Design bpf16_out_quant, sky130hd; sources not shown.
M1 wires:
(4 px per um) Cells faint in the background.
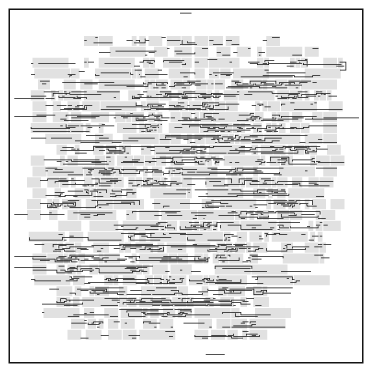
wire length on this layer: 3470 um
main direction: horizontal
nets with wire on the layer: 416
longest straight run: 23.0 um
WL final: 8.05 mm
grt met1 use: 0.288
via count: 2906

The metal 2 layer:
(6 px per um)
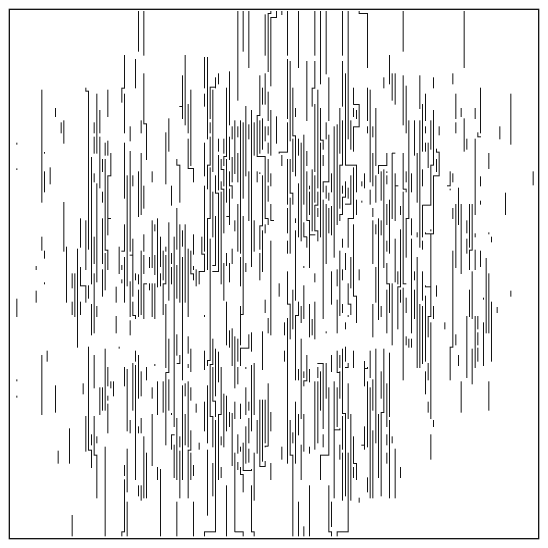
wire length on this layer: 4060 um
main direction: vertical
longest straight run: 31.6 um
share of all routed wire: 50%
nets with wire on the layer: 410
met2 Use GR: 0.349

Metal 3:
(3 px per um) Cells faint in the background.
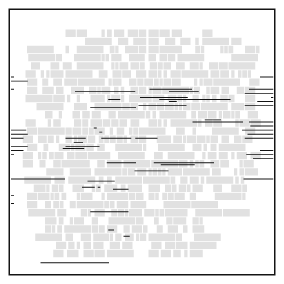
main direction: horizontal
longest straight run: 23.5 um
nets with wire on the layer: 50
wire length on this layer: 450 um
met3 Resource Use GR: 0.0348

Track usage over the die:
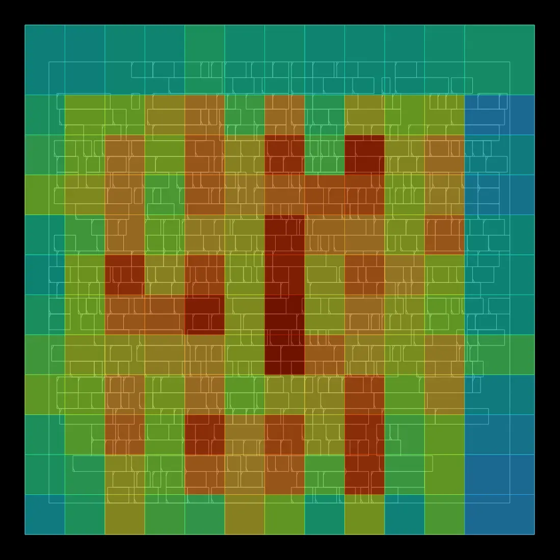
Post-Route Utilization: 0.718
gr busiest metal: met2
drt wl/cell: 15.6 um
Total GRT Usage: 0.209

Ports around the boundary:
(6 px per um) Pins as bars across the die edge, other pins in grey.
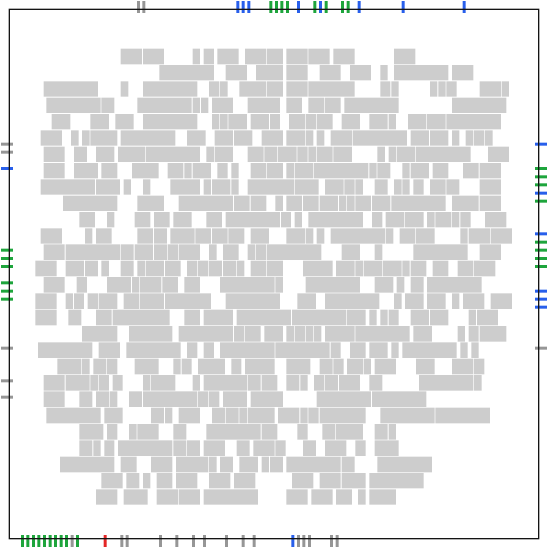
[blue] out_data | pins: 16 | direction: output | edge: 8 top, 6 right, 1 bottom, 1 left
[green] in_data | pins: 32 | direction: input | edge: 10 bottom, 8 top, 8 right, 6 left
[red] rst_n | pins: 1 | direction: input | edge: bottom
all pins by edge: 27 bottom, 18 top, 15 right, 12 left
IO buf count: 61
die width: 88.0 um

==> flow_summary.toml <==
# physical design summary
[clock_tree]
cts_tree = "built"
clockBufferDepth = 2
cts_resized = 3
cts_sinks = 53
postCtsSetupRepairBufs = 0
root_buffer = "clkbuf_8"

[route]
top_layer_used = "met4"
dr.pass1.iters = 4
dr_wl_met2_mm = 4.06
viasPerCell = 5.62
ant_nets = 0
drcViolationCount = 0
met3_length_um = 449

[floorplanning]
rows = 28
tapcell.inserted = 75
core-area_um2 = 6060
die_area_um2 = 7740

[power]
power_frac_comb = 0.517
power_frac_clock = 0.128
clock_power_mw = 0.406
p_comb_mw = 1.63
p_seq_frac = 0.355
switching_share = 0.383

[timing]
skew_ns = 0.00715
tightest_slew_ns = 0.489
finalMaxSlewViolations = 0
relSlewSlack = 0.674
whs_ns = 0.0273
finalCritPeriodShare = 0.977
setup_ws_ns = 0.0660

[synthesis]
syn_inst = 345
ys_ff = 53
synth.top_cell.area_share = 0.415
ys_seq_share = 0.415
ys_sh_xor = 0.0548
yosysMostFrequentCell = "dfrtp_1"
synth_area_per_cell_um2 = 9.27
ys_async_sr_fraction = 1.00
synthTopCellsByArea = "dfrtp_1, o221ai_1, mux2_2"
synthTopCellsByCount = "dfrtp_1, inv_1, nand2_1"
adder_share = 0.0196
mux_share = 0.0552
synth.distinct_cells = 51
ys_warn_count = 0

[grt]
antenna_found_initial = 0
grt_start_max_net_pins = 39

[placed_design]
placement.setup.worst_slack_ns = -0.409
dp_cells = 506
gp_congestion = 0.859

[finish]
largest_reg_flops = 32
final.fill_count = 473
fin_nets = 483
drive_gt1_frac = 0.222
postLayoutCellArea_um2 = 4350
inverters_excl_clock = 35
largest_class = "combinational gates"
area_growth_syn_to_layout_pct = 36.1
seq_area_um2 = 1330

[critical_path]
crit_cells = 7
path_class = "in2reg"
path_delay_family = "simple AND/OR/NAND/NOR gates"
reg2reg_setup_slack_ns = 0.33
cp.required_ns = 3.09

[job]
warning_count = 37

[outcome]
status = "completed"

[worst_hold_path]
hold_path_class = "in2async"
